==> config.mk <==
export PLATFORM = sky130hd
export DESIGN_NAME = miriscv_irq_arbiter
export DESIGN_NICKNAME = d
export VERILOG_FILES = /design/src/rtl/miriscv_irq_pkg.sv /design/src/rtl/miriscv_rr_picker.sv /design/src/rtl/miriscv_irq_arbiter.sv
export SDC_FILE = /design/constraint.sdc
export NUM_CORES = 1
export LEC_CHECK = 0
export CAP_MARGIN = 20
export CORE_UTILIZATION = 44
export DETAILED_ROUTE_END_ITERATION = 6
export PLACE_DENSITY_LB_ADDON = 0.15
export RECOVER_POWER = 25
export SKIP_CTS_REPAIR_TIMING = 1
export SLEW_MARGIN = 25
export SYNTH_ARGS = -nofsm -noshare
export SYNTH_HDL_FRONTEND = slang
export SYNTH_SLANG_ARGS = --single-unit
==> constraint.sdc <==
create_clock -name clk_i -period 2.6 [get_ports clk_i]
set_clock_uncertainty 0.15 [all_clocks]
set_input_delay 0.52 -clock clk_i [delete_from_list [all_inputs] [get_ports clk_i]]
set_output_delay 0.52 -clock clk_i [all_outputs]
set_load 0.01 [all_outputs]
==> src/rtl/miriscv_irq_pkg.sv <==
// Shared types and constants for the miriscv external-interrupt arbiter.
// Holds the arbiter state encoding and the mcause formatting helper.
package miriscv_irq_pkg;

    typedef enum logic [1:0] {
        IDLE    = 2'd0,
        REQ     = 2'd1,
        SERVICE = 2'd2
    } irq_state_e;

    localparam int unsigned MCAUSE_INT_BIT     = 31;
    localparam int unsigned DEFAULT_CAUSE_BASE = 16;

    // Interrupt causes carry the interrupt flag in the top bit of mcause.
    function automatic logic [31:0] make_mcause(input int unsigned code);
        logic [31:0] cause;
        cause                 = code;
        cause[MCAUSE_INT_BIT] = 1'b1;
        return cause;
    endfunction

endpackage

==> src/rtl/miriscv_rr_picker.sv <==
// Combinational round-robin picker: first set request at or after ptr,
// wrapping from N-1 back to 0.
module miriscv_rr_picker #(
    parameter  int unsigned N     = 6,
    localparam int unsigned IDX_W = $clog2(N)
) (
    input  logic [N-1:0]     req,
    input  logic [IDX_W-1:0] ptr,
    output logic [IDX_W-1:0] gnt_idx,
    output logic             gnt_valid
);

    int unsigned cand;

    // NOTE: every output gets a default before the search loop, so no path
    // through this block leaves a value unassigned and no latch is inferred.
    always_comb begin
        gnt_idx   = '0;
        gnt_valid = 1'b0;
        cand      = 0;
        for (int unsigned k = 0; k < N; k++) begin
            cand = 32'(ptr) + k;
            if (cand >= N) begin
                cand = cand - N;
            end
            if (!gnt_valid && req[IDX_W'(cand)]) begin
                gnt_valid = 1'b1;
                gnt_idx   = IDX_W'(cand);
            end
        end
    end

endmodule

==> src/rtl/miriscv_irq_arbiter.sv <==
// External interrupt arbiter: edge-detected pending bits, round-robin choice,
// and a REQ/SERVICE handshake with the core (ack on trap entry, mret on exit).
module miriscv_irq_arbiter
    import miriscv_irq_pkg::*;
#(
    parameter int unsigned N_IRQ      = 6,
    parameter int unsigned CAUSE_BASE = DEFAULT_CAUSE_BASE
) (
    input  logic             clk_i,
    input  logic             rst_n_i,
    input  logic [N_IRQ-1:0] irq_i,
    input  logic [N_IRQ-1:0] mie_i,
    input  logic             irq_ack_i,
    input  logic             mret_i,
    output logic             int_o,
    output logic [31:0]      mcause_o,
    output logic [N_IRQ-1:0] irq_fin_o,
    output logic             busy_o
);

    localparam int unsigned      IDX_W    = $clog2(N_IRQ);
    localparam logic [IDX_W-1:0] LAST_IDX = IDX_W'(N_IRQ - 1);

    irq_state_e       state_q,   state_d;
    logic [N_IRQ-1:0] prev_q;
    logic [N_IRQ-1:0] pending_q, pending_d;
    logic [N_IRQ-1:0] fin_q,     fin_d;
    logic [IDX_W-1:0] sel_q,     sel_d;
    logic [IDX_W-1:0] rr_ptr_q,  rr_ptr_d;
    logic [31:0]      mcause_q,  mcause_d;

    logic [N_IRQ-1:0] irq_rise;
    logic [N_IRQ-1:0] eligible;
    logic [N_IRQ-1:0] pending_clr;
    logic [N_IRQ-1:0] sel_onehot;
    logic [IDX_W-1:0] gnt_idx;
    logic             gnt_valid;

    assign irq_rise   = irq_i & ~prev_q;
    assign eligible   = pending_q & mie_i;
    assign sel_onehot = {{(N_IRQ-1){1'b0}}, 1'b1} << sel_q;

    miriscv_rr_picker #(
        .N (N_IRQ)
    ) u_rr_picker (
        .req       (eligible),
        .ptr       (rr_ptr_q),
        .gnt_idx   (gnt_idx),
        .gnt_valid (gnt_valid)
    );

    always_comb begin
        state_d     = state_q;
        sel_d       = sel_q;
        rr_ptr_d    = rr_ptr_q;
        mcause_d    = mcause_q;
        pending_clr = '0;
        fin_d       = '0;

        unique case (state_q)
            IDLE: begin
                if (gnt_valid) begin
                    sel_d    = gnt_idx;
                    mcause_d = make_mcause(CAUSE_BASE + 32'(gnt_idx));
                    state_d  = REQ;
                end
            end
            REQ: begin
                // Acknowledge beats a simultaneous mask drop: the trap is already taken.
                if (irq_ack_i) begin
                    pending_clr = sel_onehot;
                    state_d     = SERVICE;
                end else if (!mie_i[sel_q]) begin
                    state_d = IDLE;
                end
            end
            SERVICE: begin
                if (mret_i) begin
                    fin_d    = sel_onehot;
                    rr_ptr_d = (sel_q == LAST_IDX) ? '0 : sel_q + 1'b1;
                    state_d  = IDLE;
                end
            end
            default: state_d = IDLE;
        endcase

        // A fresh edge on a line being cleared keeps it pending.
        pending_d = (pending_q & ~pending_clr) | irq_rise;
    end

    // NOTE: state is updated with non-blocking assignments only, so every
    // register samples the pre-edge values computed above, independent of order.
    always_ff @(posedge clk_i or negedge rst_n_i) begin
        if (!rst_n_i) begin
            state_q   <= IDLE;
            prev_q    <= '0;
            pending_q <= '0;
            fin_q     <= '0;
            sel_q     <= '0;
            rr_ptr_q  <= '0;
            mcause_q  <= '0;
        end else begin
            state_q   <= state_d;
            prev_q    <= irq_i;
            pending_q <= pending_d;
            fin_q     <= fin_d;
            sel_q     <= sel_d;
            rr_ptr_q  <= rr_ptr_d;
            mcause_q  <= mcause_d;
        end
    end

    assign int_o     = (state_q == REQ);
    assign busy_o    = (state_q != IDLE);
    assign mcause_o  = mcause_q;
    assign irq_fin_o = fin_q;

endmodule

Placed cells, one color a class:
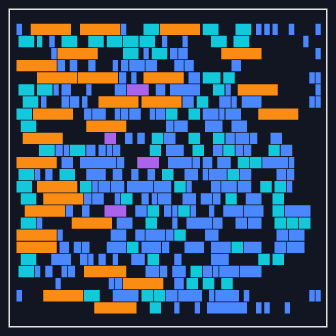
[registers] orange | cells: 27
[remaining buffers and delay cells] cyan | cells: 73
[clock drivers and dummy loads] purple | cells: 4
[remaining logic cells] blue | cells: 196
fin util: 61.58%
number of rows in the core area: 24
Seq area share: 24.61%

Clock routing:
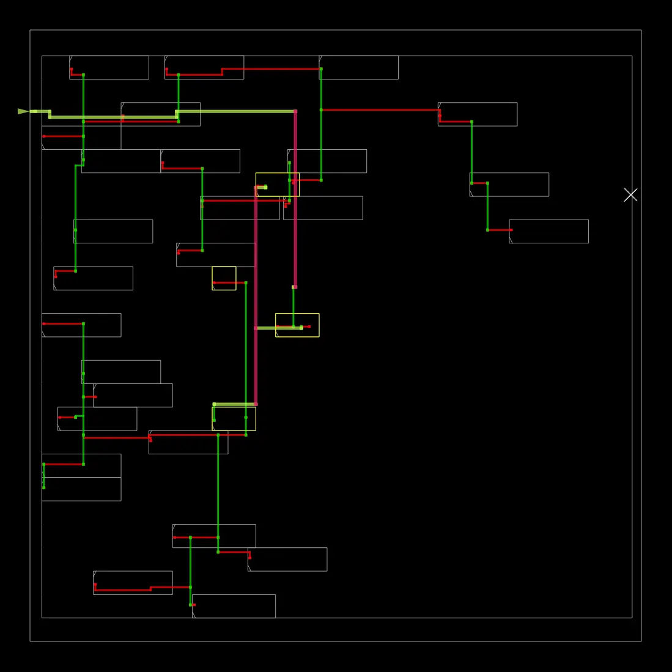
number of sequential cells in the layout: 27
Worst-Skew Late Latency: 280 ps
Clock net power: 0.000254 W
Clock Buffer Count: 3

Sequential cells colored by netlist name:
Other sequential cells in the stronger gray, the rest of the logic in the fainter gray.
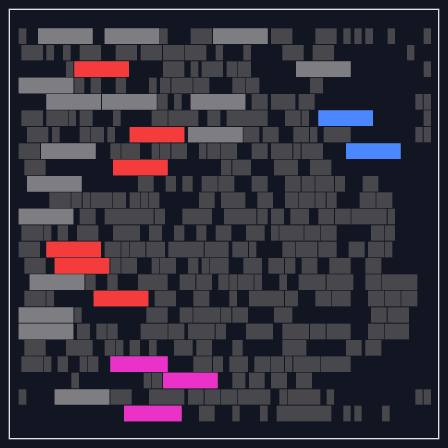
[`sel_q`] blue | placed flops: 2
[`pending_q`] red | placed flops: 6
[`rr_ptr_q`] magenta | placed flops: 3
not colored: 16
sequential group power: 0.000630 W
Flop area: 678.2 um2

==> run_summary.xml <==
<?xml version="1.0" encoding="UTF-8"?>
<metrics>
  <group name="outcome">
    <metric name="status" unit="">finished, violations left</metric>
    <metric name="violations" unit="">design-rule violations, negative setup slack</metric>
  </group>
  <group name="routing">
    <metric name="length_of_the_first_detailed_routing_pass_in_iterations" unit="">6</metric>
    <metric name="drc" unit="">2</metric>
    <metric name="wl_per_cell" unit="um">14.14</metric>
    <metric name="finalWirelength" unit="mm">4.977</metric>
    <metric name="ant_nets" unit="">0</metric>
    <metric name="routed_met2_length" unit="mm">2.412</metric>
    <metric name="num_vias" unit="">1828</metric>
    <metric name="viasPerCell" unit="">5.193</metric>
    <metric name="detailedRoute.firstIterationViolations" unit="">74</metric>
    <metric name="routedLengthMet1" unit="mm">2.308</metric>
  </group>
  <group name="sta">
    <metric name="setup_viol" unit="">3</metric>
    <metric name="final_period_demand_of_the_worst_path" unit="ps">2791</metric>
    <metric name="fin_setup_tns" unit="ps">-513.4</metric>
    <metric name="unrepaired_setup_endpoints_after_global_routing" unit="">yes</metric>
    <metric name="slew_headroom" unit="%">4.322</metric>
    <metric name="post-route-worst-setup-slack" unit="ps">-191.4</metric>
    <metric name="period_used_share" unit="%">107.4</metric>
    <metric name="fin_hold_ws" unit="ps">271.2</metric>
  </group>
  <group name="logic_synthesis">
    <metric name="synth-seq-cells" unit="">27</metric>
    <metric name="ys.warnings.count" unit="">0</metric>
    <metric name="synth_cells" unit="">232</metric>
    <metric name="netlist_logic_family_top" unit="">AND-OR/OR-AND gates</metric>
    <metric name="async_flop_share" unit="%">100.0</metric>
    <metric name="most_common_cell" unit="">buf_4</metric>
    <metric name="syn_area" unit="um2">2095</metric>
    <metric name="post_synth_most_frequent_cells" unit="">29 x buf_4, 27 x dfrtp_1, 24 x o21ai_0</metric>
    <metric name="synth-compound-area-share" unit="%">22.22</metric>
    <metric name="netlist_top_cells_area" unit="">dfrtp_1 32%, buf_4 10%, ha_1 6.0%, o21ai_0 5.7%, nand2_1 3.2%</metric>
    <metric name="netlist-cell-type-count" unit="">61</metric>
    <metric name="proportion_of_netlist_area_held_by_the_largest_area_contributor" unit="%">32.26</metric>
    <metric name="synth-cells-yosys" unit="">232</metric>
    <metric name="synthesis.area_per_instance" unit="um2">9.028</metric>
    <metric name="yosys.area_share.simple" unit="%">18.28</metric>
    <metric name="ys_dominant_reg_cell" unit="">dfrtp_1</metric>
    <metric name="yosys.area_share.xor_xnor" unit="%">2.867</metric>
    <metric name="seq_area_frac_synth" unit="%">32.26</metric>
    <metric name="area_fraction_in_full_adders_half_adders_and_majority_gates" unit="%">5.974</metric>
  </group>
  <group name="clock_network">
    <metric name="cts.reportedPaths.clkPinSlew" unit="ps">100</metric>
    <metric name="numClockSinks" unit="">27</metric>
    <metric name="htreeDepth" unit="">1</metric>
    <metric name="cts_tree" unit="">yes</metric>
    <metric name="clock-root-buffer" unit="">clkbuf_8</metric>
    <metric name="max-clock-path-buffers" unit="">2</metric>
    <metric name="tritoncts.num_buffers" unit="">3</metric>
  </group>
  <group name="pwr">
    <metric name="power.largest_group" unit="">combinational logic</metric>
    <metric name="net-switching-power" unit="W">0.001855</metric>
    <metric name="p_int" unit="W">0.002296</metric>
    <metric name="comb-power" unit="W">0.00327</metric>
    <metric name="totalPowerFinal" unit="W">0.004152</metric>
    <metric name="power.share.clock" unit="%">6.1</metric>
    <metric name="power_per_cell_area" unit="nW/um2">1507</metric>
    <metric name="power.combinational.fraction" unit="%">78.7</metric>
    <metric name="switching_share" unit="%">44.69</metric>
  </group>
  <group name="worst_setup_path">
    <metric name="regToRegStartpoint" unit="">rr_ptr_q[1]</metric>
    <metric name="arrival" unit="ps">2840</metric>
    <metric name="setup.worst_path.end" unit="">sel_q[1]</metric>
    <metric name="critical_path.slowest_cell" unit="">dfrtp_2</metric>
    <metric name="required" unit="ps">2650</metric>
    <metric name="critPathLaunch" unit="">rr_ptr_q[1]</metric>
    <metric name="critical_path.max_fanout" unit="">4</metric>
    <metric name="timing.reg2reg.worst_path_depth" unit="">10</metric>
    <metric name="timing.critical_path.to_type" unit="">flip-flop</metric>
    <metric name="crit_buf_inv" unit="">1</metric>
    <metric name="regToRegEndpoint" unit="">sel_q[1]</metric>
    <metric name="crit_cells" unit="">10</metric>
    <metric name="path_class" unit="">flip-flop to flip-flop</metric>
    <metric name="sequence_of_cells_on_the_critical_path" unit="">inv_4 &gt; ha_4 &gt; nor2b_4 &gt; or4_4 &gt; and4_4 &gt; nor3_4 &gt; nand4_1 &gt; or3_4 &gt; o211a_1 &gt; o31ai_1</metric>
    <metric name="cpPeakStageDelay" unit="ps">430</metric>
  </group>
  <group name="grt">
    <metric name="met3_usage" unit="%">2.279</metric>
    <metric name="globalRouteTotalUtil" unit="%">20.37</metric>
    <metric name="maximum_number_of_pins_on_one_net_before_global_route_repair" unit="">28</metric>
    <metric name="first_global_vias" unit="">1683</metric>
    <metric name="grt_antenna_before_repair" unit="">0</metric>
    <metric name="global_route.usage.met2" unit="%">34.29</metric>
    <metric name="overflow" unit="">0</metric>
    <metric name="grt_most_used_layer" unit="">met2</metric>
  </group>
  <group name="worst_hold_path">
    <metric name="hold_path.class" unit="">flip-flop to flip-flop</metric>
    <metric name="worst_hold_path.num_cells" unit="">1</metric>
    <metric name="hold_path_end" unit="">pending_q[5]</metric>
    <metric name="worst_hold_launch" unit="">prev_q[5]</metric>
  </group>
  <group name="place">
    <metric name="post-place-ws" unit="ps">-345.3</metric>
    <metric name="placedInstanceArea" unit="um2">2639</metric>
    <metric name="portBuffers" unit="">28</metric>
    <metric name="gpl.final_weighted_congestion" unit="">0.9174</metric>
    <metric name="dp_wirelength" unit="mm">4.001</metric>
    <metric name="placed_cells" unit="">346</metric>
  </group>
  <group name="final_layout">
    <metric name="final_common_cell" unit="">buf_4</metric>
    <metric name="clock_tree_area_fraction" unit="%">1.771</metric>
    <metric name="area.share.combinational" unit="%">46.87</metric>
    <metric name="num-nonclk-buffers" unit="">73</metric>
    <metric name="layout-drive-gt1-share" unit="%">27.67</metric>
    <metric name="finalNonFillerCells" unit="">352</metric>
    <metric name="largest_class" unit="">combinational gates</metric>
    <metric name="net_count_of_the_finished_layout" unit="">327</metric>
    <metric name="area.growth.synth_to_final" unit="%">31.54</metric>
    <metric name="non_clock_inverters" unit="">13</metric>
    <metric name="layout.buffer.nonclock.area_share" unit="%">22.43</metric>
  </group>
  <group name="flow_run">
    <metric name="count_of_warning_messages_emitted_by_the_tools" unit="">35</metric>
    <metric name="max_cap_violations" unit="">0</metric>
  </group>
  <group name="floorplanning">
    <metric name="floorplan.die.height" unit="um">71.00</metric>
    <metric name="die_w" unit="um">71.00</metric>
    <metric name="top_level_ports" unit="">56</metric>
  </group>
</metrics>
Power and IR drop assume default switching activity.
